**Run 1: drive-strength map**

The bar under the picture is 20 um long.
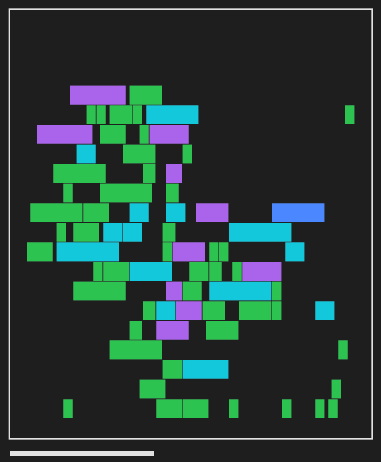
**Run 1: wire density map**

The die is cut into 10 by 12 equal tiles; dark blue is low, red is high, scaled to the fullest tile. Values are wire area over tile area, all layers added.
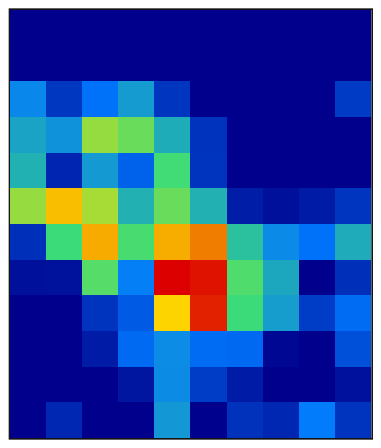
**Run 1: placement view**

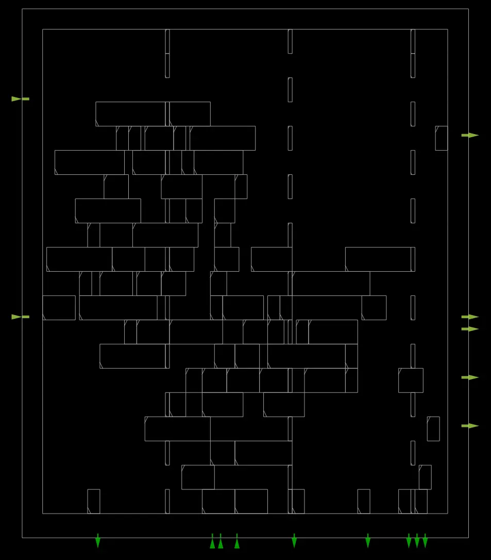
<file path="config.mk">
export PLATFORM = sky130hd
export DESIGN_NAME = seq_detector_moore
export DESIGN_NICKNAME = d
export VERILOG_FILES = /design/src/rtl/seq_detector_moore.sv
export SDC_FILE = /design/constraint.sdc
export NUM_CORES = 1
export LEC_CHECK = 0
export CAP_MARGIN = 0
export CORE_ASPECT_RATIO = 1.2
export CORE_MARGIN = 2
export CORE_UTILIZATION = 24
export CTS_CLUSTER_DIAMETER = 200
export DETAILED_ROUTE_END_ITERATION = 10
export PLACE_DENSITY = 0.44
export SETUP_SLACK_MARGIN = 0.15
export SYNTH_ARGS = -nofsm -noshare
export SYNTH_HDL_FRONTEND = slang
export SYNTH_SLANG_ARGS = --single-unit
</file>
<file path="constraint.sdc">
create_clock -name clk -period 1.8 [get_ports clk]
set_input_delay 0.45 -clock clk [delete_from_list [all_inputs] [get_ports clk]]
set_output_delay 0.45 -clock clk [all_outputs]
set_load 0.05 [all_outputs]
</file>
<file path="src/rtl/seq_detector_moore.sv">
// Moore serial pattern detector with programmable hold time and optional saturating match counter.
// Define SEQ_DETECTOR_MOORE_CNT_EN to build the match_cnt register; otherwise match_cnt is tied to zero.
module seq_detector_moore #(
    parameter int                 PAT_LEN = 4,
    parameter logic [PAT_LEN-1:0] PATTERN = 4'b1011,
    parameter bit                 OVERLAP = 1'b1,
    parameter int                 HOLD    = 2,
    parameter int                 CNT_W   = 8
) (
    input  logic             clk,
    input  logic             rst,
    input  logic             en,
    input  logic             x_valid,
    input  logic             x,
    output logic             y,
    output logic [1:0]       state_o,
    output logic [CNT_W-1:0] match_cnt
);

    localparam int FILL_W = $clog2(PAT_LEN + 1);
    localparam int HOLD_W = (HOLD > 1) ? $clog2(HOLD) : 1;

    localparam logic [FILL_W-1:0] FILL_MAX  = FILL_W'(PAT_LEN);
    localparam logic [FILL_W-1:0] FILL_ARM  = FILL_W'(PAT_LEN - 1);
    localparam logic [HOLD_W-1:0] HOLD_LOAD = HOLD_W'(HOLD - 1);

    typedef enum logic [1:0] {
        ST_IDLE   = 2'd0,
        ST_SEARCH = 2'd1,
        ST_HIT    = 2'd2
    } state_e;

    state_e              state_q, state_d;
    logic [PAT_LEN-1:0]  hist_q,  hist_d;
    logic [FILL_W-1:0]   fill_q,  fill_d;
    logic [HOLD_W-1:0]   hold_q,  hold_d;

    logic [PAT_LEN-1:0]  nh;
    logic [FILL_W-1:0]   fill_inc;
    logic                consume;
    logic                detect;

    // The fill guard keeps the all-zero history after reset from matching a pattern with leading zeros.
    always_comb begin
        nh       = {hist_q[PAT_LEN-2:0], x};
        fill_inc = (fill_q == FILL_MAX) ? fill_q : fill_q + FILL_W'(1);
        consume  = en && x_valid && ((state_q == ST_SEARCH) || (state_q == ST_HIT));
        detect   = consume && (fill_q >= FILL_ARM) && (nh == PATTERN);
    end

    // NOTE: every always_comb output gets a default first so no path leaves it unassigned (no latch).
    always_comb begin
        state_d = state_q;
        hist_d  = hist_q;
        fill_d  = fill_q;
        hold_d  = hold_q;

        if (!en) begin
            state_d = ST_IDLE;
            hist_d  = '0;
            fill_d  = '0;
            hold_d  = '0;
        end else begin
            if (consume) begin
                if (detect && !OVERLAP) begin
                    hist_d = '0;
                    fill_d = '0;
                end else begin
                    hist_d = nh;
                    fill_d = fill_inc;
                end
            end

            case (state_q)
                ST_IDLE: begin
                    state_d = ST_SEARCH;
                end
                ST_SEARCH: begin
                    if (detect) begin
                        state_d = ST_HIT;
                        hold_d  = HOLD_LOAD;
                    end
                end
                ST_HIT: begin
                    if (detect) begin
                        hold_d = HOLD_LOAD;
                    end else if (hold_q == '0) begin
                        state_d = ST_SEARCH;
                    end else begin
                        hold_d = hold_q - HOLD_W'(1);
                    end
                end
                default: begin
                    state_d = ST_IDLE;
                end
            endcase
        end
    end

    // NOTE: sequential state uses non-blocking assignments so all flops update from pre-edge values.
    always_ff @(posedge clk) begin
        if (rst) begin
            state_q <= ST_IDLE;
            hist_q  <= '0;
            fill_q  <= '0;
            hold_q  <= '0;
        end else begin
            state_q <= state_d;
            hist_q  <= hist_d;
            fill_q  <= fill_d;
            hold_q  <= hold_d;
        end
    end

    assign y       = (state_q == ST_HIT);
    assign state_o = state_q;

`ifdef SEQ_DETECTOR_MOORE_CNT_EN
    logic [CNT_W-1:0] cnt_q, cnt_d;

    // Retriggers count as detections; the counter sticks at all-ones.
    always_comb begin
        cnt_d = cnt_q;
        if (detect && (cnt_q != '1)) begin
            cnt_d = cnt_q + CNT_W'(1);
        end
    end

    always_ff @(posedge clk) begin
        if (rst) begin
            cnt_q <= '0;
        end else begin
            cnt_q <= cnt_d;
        end
    end

    assign match_cnt = cnt_q;
`else
    assign match_cnt = '0;
`endif

endmodule

</file>
==> COMMIT_EDITMSG, run 1 <==
Update PnR metrics after Yosys + OpenROAD run

* Count of max-cap constraint violations: 0
- The floorplan step set the die height to 59.42 um.
- Required time at the endpoint of the critical path: 1.94 ns
- The synthesis report lists the Yosys warning total as 0.
* Number of warning messages in the logs: 29
- Top Consumer: registers
- CP top delay family: adder cells
- Via count of the first global-routing pass: 403
- Worst reg2reg endpoint: hold_q
- The area recorded from the Yosys report for this design is 614.3 sq um.
- According to the dpl log, the detail-placed design has an HPWL of 776.9 um.
- The core region is 0.002477 sq mm.
* Syn avg cell area: 9.751 sq um
* GRT overflow: 0
- Number of buffers and inverters on the critical path: 1
- After detailed routing, the number of remaining DRC violations is 0.
- After the last flow step, the layout net total stands at 87.
* P per Cell Area: 573.1 mW/mm^2
* FF-to-FF setup slack: 0.23 ns
* Final clock period utilization by the worst path: 0.8740
- CP max-delay cell: sky130_fd_sc_hd__dfxtp_2
* Cell count in the Yosys report: 63
- Status: completed
* CTS-repair resized insts: 1
- Clock group share of total power: 0.349
- At the floorplan stage, the core utilization is reported as 0.2480.
- In the detailed route, the total length drawn on met3 is 39 um.
- Relative contribution of combinational cells to total power: 0.190
- Per the OpenROAD power report, switching power amounts to 0.0001302 W.
- Multi-input logic area: 387.9 sq um
- The worst path needs 1.573 ns of the cycle, external delays included.
- Final Hold Vio Count: 0
* Maximum vdd drop: 0.3665 mV
- The report shows a maximum critical-path fanout of 4.
- Yosys top cell area share: 0.2933
- Root cell of the clock tree: sky130_fd_sc_hd__clkbuf_4
- The commonest cells after synthesis are sky130_fd_sc_hd__dfxtp_1, sky130_fd_sc_hd__buf_4, sky130_fd_sc_hd__nor2_1, sky130_fd_sc_hd__ha_1, sky130_fd_sc_hd__inv_1.
- The synthesis stat section lists a flop and latch total of 9.
* Sink of the worst hold path: state_o[0]
* Switching Fraction: 0.2982
- Arrival time worst endpoint: 1.71 ns
- Routing resource usage on met1 recorded by global route was 0.07704.
* TritonCTS Buffers: 3
* Top Usage Layer GRT: met2
* Logic power comb: 0.0000828 W
- Total of buffers placed on input and output ports: 7
- Hold is met by 0.5119 ns.
- Most numerous cell in the Yosys netlist: sky130_fd_sc_hd__dfxtp_1
- Number of synthesized flops with an enable pin: 0
* Number of rows in the core area: 20
- Seq. cell area: 190.2 sq um
* Largest net degree at the start of global routing: 8
* Unrepaired setup endpoints after global routing: no
* Final count of negative-setup-slack endpoints: 0
* Avg Vias per Cell: 3.981
- The most critical min-delay path falls under reg -> reg.
- Post-synth seq share: 0.2933
- The most critical setup path has its endpoint at hold_q.
- Sinks on Clock Net: 9
* List of cells traversed by the critical path: ha_1 > ha_2 > a211oi_4 > nor3_4 > buf_4 > nor3b_2 > nor3_1
- The violation tally recorded at the end of detailed-routing iteration 0 is 4.
- Of the cells placed in the final design, the portion with a size suffix greater than 1 is 0.3333.
- Share of async-settable or async-resettable flops after synthesis: 0
- Met3 GRT Util: 0.03283
* Critical path endpoint category: flop
- Largest buffer count on any clock path: 2
- Hold path startpoint: state_o[0]
* Highest clock rate: 0.6357 GHz
- Number of distinct library cell variants in the gate-level netlist after synthesis: 24
- For the clock group, total power comes out at 0.000152 W.
## Picture notes: 'drive-strength map'
Key: x1 and smaller = green [cells 50, share 67%]; x2 = purple [cells 10, share 13%]; x6 and larger = blue [cells 1, share 1.3%]; x3 and x4 = cyan [cells 14, share 19%]
number of signal-net buffers in the layout: 10
design area: 762.0 sq um
final critical-path setup slack: 0.2269 ns
layout overhead on the synthesized area: 24.03%

## Picture notes: 'wire density map'
The emptiest ninth of the die: top right. The fullest tile reaches 0.26. 40% of the tiles are nearly empty. The mean over all tiles is 0.050.
average detailed-routed wire length per instance: 8.722 um
GRT Total Usage: 0.07382
total number of vias: 430

## Picture notes: 'placement view'
tap cells: 33
Finished Layout Cells: 108
Filler cells: 263
fraction of area in registers: 0.2496
core occupancy in the finished layout: 0.3076

==> run 1: layout by cell type, fill, tap and decap left out, types with 2 or more instances in the layout <==
cell type,n
sky130_fd_sc_hd__a21oi_1,4
sky130_fd_sc_hd__buf_4,5
sky130_fd_sc_hd__clkbuf_4,3
sky130_fd_sc_hd__clkdlybuf4s50_1,4
sky130_fd_sc_hd__conb_1,8
sky130_fd_sc_hd__dfxtp_1,5
sky130_fd_sc_hd__dfxtp_2,2
sky130_fd_sc_hd__dfxtp_4,2
sky130_fd_sc_hd__ha_1,4
sky130_fd_sc_hd__ha_2,2
sky130_fd_sc_hd__inv_1,5
sky130_fd_sc_hd__mux2i_1,4
sky130_fd_sc_hd__nor2_1,8
sky130_fd_sc_hd__nor4_2,2
sky130_fd_sc_hd__or2_2,2
==> run 1: layout make-up <==
| type | instances | area share |
|---|---|---|
| timing repair buffer | 10 | 0.1281 |
| clock buffer | 4 | 0.03448 |
| inverter | 5 | 0.02463 |
| multi-input combinational | 47 | 0.5090 |
| sequential | 9 | 0.2496 |
| tap | 33 | 0.05419 |
==> run 1: logic make-up after synthesis <==
group / after synthesis / synth area share
AOI/OAI and AO/OA: 9 / 0.1120
xor gates and xnor gates: 1 / 0.01426
adders and majority gates: 6 / 0.1222
buffers and inverters: 14 / 0.1344
DFF: 9 / 0.2933
muxes: 4 / 0.06518
other: 1 / 0.006104
and+or+nand+nor: 19 / 0.2525
==> run 1: sequential cells by signal, indices dropped and copies added (netlist names) <==
register / count
fill_q: 3
hist_q: 3
state_o: 2
hold_q: 1
==> run 1: metrics by stage <==
step / std cells / setup WS (ns)
after global routing: 108 / 0.1556
after floorplan: 70 / 0.1641
after detailed placement: 104 / 0.01202
final: 108 / 0.2269
after CTS: 108 / 0.1709
after global placement: 104 / 0.02719
==> inputs of run 2 (changes only) <==
--- a/config.mk
+++ b/config.mk
@@ -9,9 +9,9 @@
 export CORE_ASPECT_RATIO = 1.2
 export CORE_MARGIN = 2
 export CORE_UTILIZATION = 24
+export CTS_BUF_LIST = sky130_fd_sc_hd__clkbuf_16
 export CTS_CLUSTER_DIAMETER = 200
 export DETAILED_ROUTE_END_ITERATION = 10
-export PLACE_DENSITY = 0.44
 export SETUP_SLACK_MARGIN = 0.15
 export SYNTH_ARGS = -nofsm -noshare
 export SYNTH_HDL_FRONTEND = slang
==> constraint.sdc (replaced) <==
create_clock -name clk -period 1.5 [get_ports clk]
set_input_delay 0.375 -clock clk [delete_from_list [all_inputs] [get_ports clk]]
set_output_delay 0.375 -clock clk [all_outputs]
set_load 0.05 [all_outputs]
**Run 2: drive-strength map**

The bar under the picture is 20 um long.
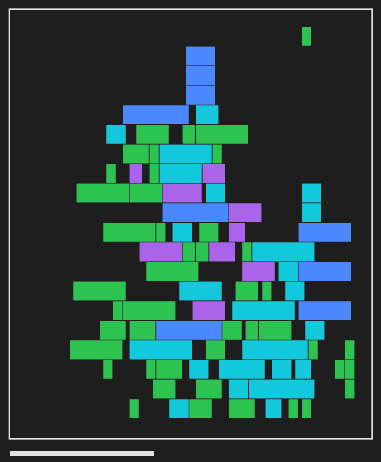
Key: x1 and smaller = green [cells 45, share 52%]; x6 and larger = blue [cells 9, share 10%]; x2 = purple [cells 9, share 10%]; x3 and x4 = cyan [cells 24, share 28%]
number of signal-net buffers in the layout: 22
design area: 989.7 sq um
final critical-path setup slack: 0.04554 ns
layout overhead on the synthesized area: 61.10%

**Run 2: clock network drawn from the DEF**

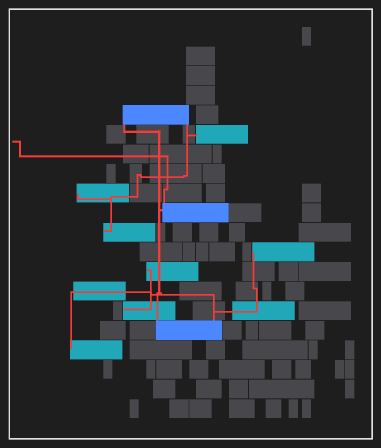
Key: clock-net drivers = blue [count 3]; clock wires = red [length 166 um]; flip-flops = cyan [count 9]
There are 4 routed clock nets.
Final Skew: 0.002792 ns
power in the clock group: 0.000477 W
clock latency at the later pin of the worst-skew pair: 0.24 ns
clock group share of total power: 0.569

**Run 2: wire density map**

The die is cut into 10 by 12 equal tiles; dark blue is low, red is high, scaled to the fullest tile. Values are wire area over tile area, all layers added.
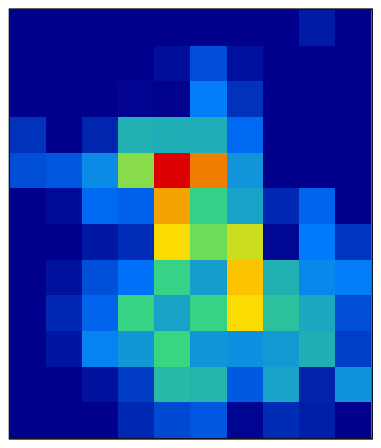
The emptiest ninth of the die: top right. The mean over all tiles is 0.061. The fullest tile reaches 0.34. The densest ninth of the die: middle. 38% of the tiles are nearly empty.
total number of vias: 493
total wire length: 1.154 mm
GRT Total Usage: 0.08820
average detailed-routed wire length per instance: 9.617 um

==> run 2 against run 1 <==
Compared with the run above: first-iteration DRC count is 50% lower; count of clock-buffer cells in the layout fell by 1; final cell count rose by 11%; sequential share of layout area decreased by 6.0 points; utilization is 9.2 points higher; clock power rose to 3.1 times the previous value; maximum frequency is 8.2% higher; synthesized cell count stayed put; clock skew shrank 0.0019 ns; largest power group is now clock; highest routed layer unchanged.
==> COMMIT_EDITMSG, run 2 <==
Update PnR metrics after Yosys + OpenROAD run

- The share of final layout cell area taken by non-clock buffers came to 0.2238 (was 0.1281).
* Number of warnings reported in the yosys synthesis log: 0 (unchanged)
* Number of rows in the core area: 20 (unchanged)
- Number of distinct library cell variants in the gate-level netlist after synthesis: 24 (unchanged)
* FF-to-FF setup slack: 0.05 ns (was 0.23 ns)
- The mean instance size in the synthesized netlist was 9.751 sq um (unchanged).
* Status: completed (unchanged)
- Cell count in the Yosys report: 63 (unchanged)
* Largest buffer count on any clock path: 2 (unchanged)
- The worst endpoint data arrival time is 1.58 ns (was 1.71 ns).
- Count of unresolved DRC violations after routing: 0 (unchanged)
- The number of global-route vias before repair came to 455 (was 403).
- The tally of clock buffers in the finished layout came to 3 (was 4).
- Maximum vdd drop: 0.4721 mV (was 0.3665 mV)
* Number of DRC markers after the initial detailed-route iteration: 2 (was 4)
- List of most frequent post-synthesis cells: sky130_fd_sc_hd__dfxtp_1, sky130_fd_sc_hd__buf_4, sky130_fd_sc_hd__nor2_1, sky130_fd_sc_hd__ha_1, sky130_fd_sc_hd__inv_1 (unchanged)
- The logic area is 435.4 sq um (was 387.9 sq um).
- The start point of the worst min-delay path is hist_q[1] (was state_o[0]).
* Finished Layout Cells: 120 (was 108)
- Share of async-settable or async-resettable flops after synthesis: 0 (unchanged)
* List of cells traversed by the critical path: inv_4 > ha_4 > nand3_4 > buf_6 > a21oi_4 > mux2i_1 > nor2_1 (was ha_1 > ha_2 > a211oi_4 > nor3_4 > buf_4 > nor3b_2 > nor3_1)
* Detail Placement HPWL: 793.2 um (was 776.9 um)
- The number of flops mapped to enable cells by yosys was 0 (unchanged).
- The number of well taps was 33 (unchanged).
* Total of buffers placed on input and output ports: 7 (unchanged)
- The number of storage elements in the synthesis netlist is 9 (unchanged).
- Filler cells: 235 (was 263)
- The root buffer cell is sky130_fd_sc_hd__clkbuf_16 (was sky130_fd_sc_hd__clkbuf_4).
- Most frequent cells in the layout: sky130_fd_sc_hd__buf_4, sky130_fd_sc_hd__nor2_1, sky130_fd_sc_hd__conb_1 (was sky130_fd_sc_hd__nor2_1, sky130_fd_sc_hd__conb_1, sky130_fd_sc_hd__inv_1, sky130_fd_sc_hd__dfxtp_1, sky130_fd_sc_hd__buf_4)
- Core occupancy in the finished layout: 0.3995 (was 0.3076)
- Per the cell usage report, the commonest logic cell in the layout is sky130_fd_sc_hd__buf_4.
- Avg Vias per Cell: 4.108 (was 3.981)
- The sequential cell count of the final layout was 9 (unchanged).
* Fraction of area in registers: 0.1896 (was 0.2496)
- Seq. cell area: 187.7 sq um (was 190.2 sq um)
* Final count of negative-setup-slack endpoints: 0 (unchanged)
- The leading cell category by total area is logic gates (unchanged).
* Required time at the endpoint of the critical path: 1.63 ns (was 1.94 ns)
* Largest net degree at the start of global routing: 7 (was 8)
* Hold WC Path Type: reg -> reg (unchanged)
- CP top delay family: flip-flops (was adder cells)
- The post-place setup slack was -0.2338 ns (was 0.01202 ns).
* Highest clock rate: 0.6875 GHz (was 0.6357 GHz)
* Largest fanout of any net on the critical path: 6 (was 4)
* Number of buffers and inverters on the critical path: 2 (was 1)
* Vertical die size: 59.42 um (unchanged)
- The sequential element share of the synthesized area is 0.2933 (unchanged).
- The capturing element type of the critical path is a flop (unchanged).
- Cell total after placement: 106 (was 104)
* Count of max-cap constraint violations: 0 (unchanged)
* Initial core utilization: 0.2480 (unchanged)
* Yosys top cell area share: 0.2933 (unchanged)
* Fraction of area in clock buffers and inverters: 0.08091 (was 0.03448)
- Final Hold Vio Count: 0 (unchanged)
- Chip Area, Yosys: 614.3 sq um (unchanged)
- TritonCTS Buffers: 3 (unchanged)
* Comb area share: 0.4399 (was 0.5090)
- # H-tree levels: 1 (unchanged)
- The number of inverters outside the clock class in the layout was 5 (unchanged).
* P per Cell Area: 847.6 mW/mm^2 (was 573.1 mW/mm^2)
* Number of warning messages in the logs: 32 (was 29)
- The area inside the core boundary is 0.002477 sq mm (unchanged).
- The total congestion overflow after global routing came to 0 (unchanged).
- The fraction of layout instances using a drive strength above 1 came to 0.4828 (was 0.3333).
- Unrepaired setup endpoints after global routing: yes (was no).
- The minimum clock period after layout was 1.454 ns (was 1.573 ns).
- Final clock period utilization by the worst path: 0.9696 (was 0.8740)
==> run 2: cell count changes in the layout (fill, tap and decap cells not counted), moves of 3 or more <==
cell and delta:
sky130_fd_sc_hd__clkbuf_4 -3, sky130_fd_sc_hd__buf_4 +7, sky130_fd_sc_hd__clkbuf_16 +3, sky130_fd_sc_hd__buf_6 +3
==> run 2: logic make-up (layout without fill, tap and decap cells) <==
logic type      Yosys count  in the layout  synth area share
compound gates            9              9            0.1120
fa+ha+maj                 6              6            0.1222
buf+inv                  14             31            0.1344
other cells               1              8          0.006104
xor+xnor                  1              1           0.01426
mux                       4              4           0.06518
simple gates             19             19            0.2525
flops                     9              9            0.2933
==> run 2: what timing repair did <==
item                                   CTS  global route
resized                                  5             9
pin swaps                                2             3
setup buffers                            7             3
setup endpoints to repair                6            10
endpoints found under the hold margin    0             0
==> run 2: report_power, final <==
| part | internal (W) | total (W) | leakage (nW) | switching (W) |
|---|---|---|---|---|
| logic | 0.0000395 | 0.000119 | 0.308 | 0.0000798 |
| registers | 0.000240 | 0.000243 | 0.0742 | 0.00000225 |
| clock network | 0.000352 | 0.000477 | 0.0409 | 0.000125 |
| total | 0.000632 | 0.000839 | 0.423 | 0.000207 |
==> run 2: worst paths after layout <==
path,end,cells after the start
max reg2reg,fill_q[1],7
min,hist_q[2],2
max,fill_q[1],7
min reg2reg,hist_q[2],2
==> run 2: metal layers <==
| metal | track usage | up-vias | routed length [um] |
|---|---|---|---|
| met5 | 0 | - | 0 |
| met4 | 0.05952 | 0 | 22 |
| met3 | 0.03788 | 3 | 52 |
| met2 | 0.1466 | 11 | 626 |
| met1 | 0.08951 | 233 | 453 |
| li1 | - | 246 | - |
==> inputs of run 3 (changes only) <==
--- a/config.mk
+++ b/config.mk
@@ -9,10 +9,11 @@
 export CORE_ASPECT_RATIO = 1.2
 export CORE_MARGIN = 2
 export CORE_UTILIZATION = 24
-export CTS_BUF_LIST = sky130_fd_sc_hd__clkbuf_16
+export CTS_BUF_LIST = sky130_fd_sc_hd__clkbuf_8
 export CTS_CLUSTER_DIAMETER = 200
 export DETAILED_ROUTE_END_ITERATION = 10
 export SETUP_SLACK_MARGIN = 0.15
+export SLEW_MARGIN = 20
 export SYNTH_ARGS = -nofsm -noshare
 export SYNTH_HDL_FRONTEND = slang
 export SYNTH_SLANG_ARGS = --single-unit
**Run 3: placement view**

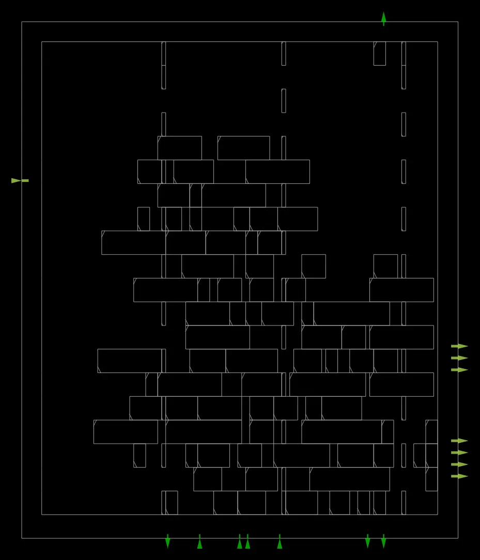
core occupancy in the finished layout: 0.3773
number of rows in the core area: 20
fraction of area in registers: 0.2008
Finished Layout Cells: 118
layout sequential cell count: 9

**Run 3: wire density map**

The die is cut into 10 by 12 equal tiles; dark blue is low, red is high, scaled to the fullest tile. Values are wire area over tile area, all layers added.
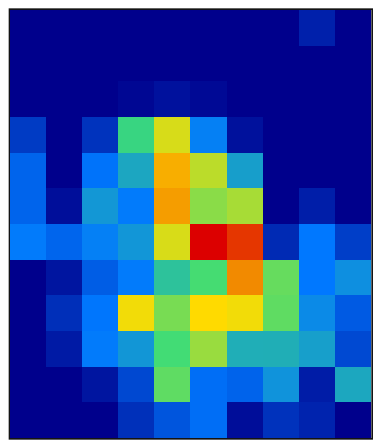
17% of the tiles are over half the peak. The emptiest ninth of the die: top right. The mean over all tiles is 0.059. The densest ninth of the die: middle.
total wire length: 1.097 mm
average detailed-routed wire length per instance: 9.297 um
total number of vias: 479
GRT Total Usage: 0.08661

**Run 3: drive-strength map**

The bar under the picture is 20 um long.
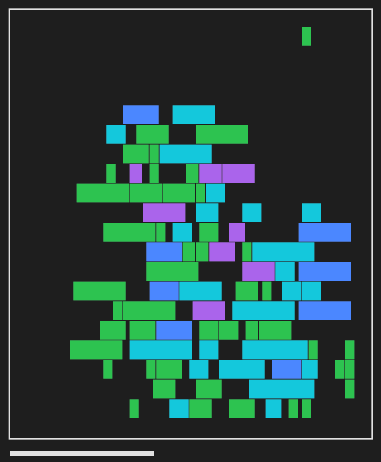
Key: x2 = purple [cells 8, share 9.4%]; x6 and larger = blue [cells 8, share 9.4%]; x1 and smaller = green [cells 46, share 54%]; x3 and x4 = cyan [cells 23, share 27%]
final critical-path setup slack: 0.02888 ns
layout overhead on the synthesized area: 52.14%

==> run 3 against run 2 <==
Compared with the run above: via count down 2.8%; clock skew increased by 0.0030 ns; sequential cell count did not move; register-to-register slack got worse by 0.02 ns; critical path depth is 1 lower; final cell count is 1.7% lower; critical endpoint is now state_o[0]; maximum frequency decreased by 1.1%; routed wire length decreased by 4.9%.
==> COMMIT_EDITMSG, run 3 <==
Update PnR metrics after Yosys + OpenROAD run

- Status: completed (unchanged)
- List of most frequent post-synthesis cells: sky130_fd_sc_hd__dfxtp_1, sky130_fd_sc_hd__buf_4, sky130_fd_sc_hd__nor2_1, sky130_fd_sc_hd__ha_1, sky130_fd_sc_hd__inv_1 (unchanged).
* Root cell of the clock tree: sky130_fd_sc_hd__clkbuf_8 (was sky130_fd_sc_hd__clkbuf_16)
* Total of buffers placed on input and output ports: 7 (unchanged)
* Maximum vdd drop: 0.3825 mV (was 0.4721 mV)
* Final Skew: 0.005754 ns (was 0.002792 ns)
* Final clock period utilization by the worst path: 0.9807 (was 0.9696)
* Switching Fraction: 0.2909 (was 0.2468)
- Commonest non-fill, non-tap cell in the layout: sky130_fd_sc_hd__buf_4 (unchanged)
- GR Layer Usage met1: 0.08025 (was 0.08951)
- Number of distinct library cell variants in the gate-level netlist after synthesis: 24 (unchanged)
- Fraction of the mapped netlist area in simple logic gates: 0.2525 (unchanged)
- The number of storage elements in the synthesis netlist is 9 (unchanged).
- Cell-internal power: 0.0004590 W (was 0.0006319 W)
- The estimated wirelength of the detail-placed design is 793.2 um (unchanged).
- The share of total power in sequential cells was 0.374 (was 0.289).
- The met2 track demand over resource was 0.1523 (was 0.1466).
* Share of cell area taken by muxes after synthesis: 0.06517 (unchanged)
- Post-synth seq share: 0.2933 (unchanged)
- Sinks on Clock Net: 9 (unchanged)
* Syn avg cell area: 9.751 sq um (unchanged)
* Highest Signal Layer: met4 (unchanged)
* Via count of the first global-routing pass: 456 (was 455)
- Share of synthesized cell area in full adder, half adder and majority cells: 0.1222 (unchanged)
* Arrival time worst endpoint: 1.60 ns (was 1.58 ns)
* Worst slack after detailed placement: -0.2338 ns (unchanged)
- The post-route DRC violation count came to 0 (unchanged).
- CP top delay family: simple AND/OR/NAND/NOR gates (was flip-flops)
- The biggest fanout along the worst timing path was 5 (was 6).
- Clock latency at the later pin of the worst-skew pair: 0.24 ns (about the same)
* Share of async-settable or async-resettable flops after synthesis: 0 (unchanged)
- The average via count per standard cell is 4.059 (was 4.108).
- TritonCTS Buffers: 3 (unchanged)
* Most numerous cell in the Yosys netlist: sky130_fd_sc_hd__dfxtp_1 (unchanged)
- Post-route worst hold slack: 0.5199 ns (was 0.5190 ns)
- The routed length on met2 came to 605 um (was 626 um).
[run 3: cell counts after synthesis]
Identical to the previous run, type by type.
[run 3: final cells by class]
class	instances	area, sq um
timing repair buffer	20	202.7
sequential	9	187.7
tap	33	41.29
clock buffer	3	41.29
clock inverter	1	5.005
fill	243	1543
inverter	5	23.77
multi-input combinational	47	432.9
[run 3: cells by family after synthesis]
kind of cell / after synthesis
multiplexers: 4
flip-flops: 9
AND-OR/OR-AND: 9
adder cells (fa/ha/maj): 6
buffers and inverters: 14
other: 1
AND/OR/NAND/NOR: 19
XOR/XNOR: 1
[run 3: worst paths after layout]
kind                                  from    endpoint  slack, ns  cells after the start
worst max-delay path            state_o[1]  state_o[0]       0.03                      6
worst min-delay path             hist_q[1]   hist_q[2]       0.52                      2
worst max register to register  state_o[1]  state_o[0]       0.03                      6
worst min register to register   hist_q[1]   hist_q[2]       0.52                      2
[run 3: repair_timing]
| action | CTS | global route |
|---|---|---|
| setup buffers | 7 | 1 |
| gates cloned | 0 | 0 |
| pin swaps | 3 | 4 |
| endpoints found under the setup margin | 6 | 10 |
| resized | 4 | 8 |
[run 3: power by group through the flow]
stage / Clock (W) / Combinational [W] / Sequential [W]
floorplan: 0 / 0.0000888 / 0.000254
global placement: 0 / 0.000106 / 0.000249
detailed placement: 0 / 0.000107 / 0.000249
CTS: 0.000297 / 0.000113 / 0.000242
global route: 0.000303 / 0.000124 / 0.000242
finish: 0.000289 / 0.000117 / 0.000242
[run 3: tightest hold or removal path, delay by kind of cell, from the launching register on]
kind | cells | cell delay, ns
flops | 1 | 0.34
mux | 1 | 0.07
simple gates | 1 | 0.07
Power is estimated from default activity; no workload was simulated.
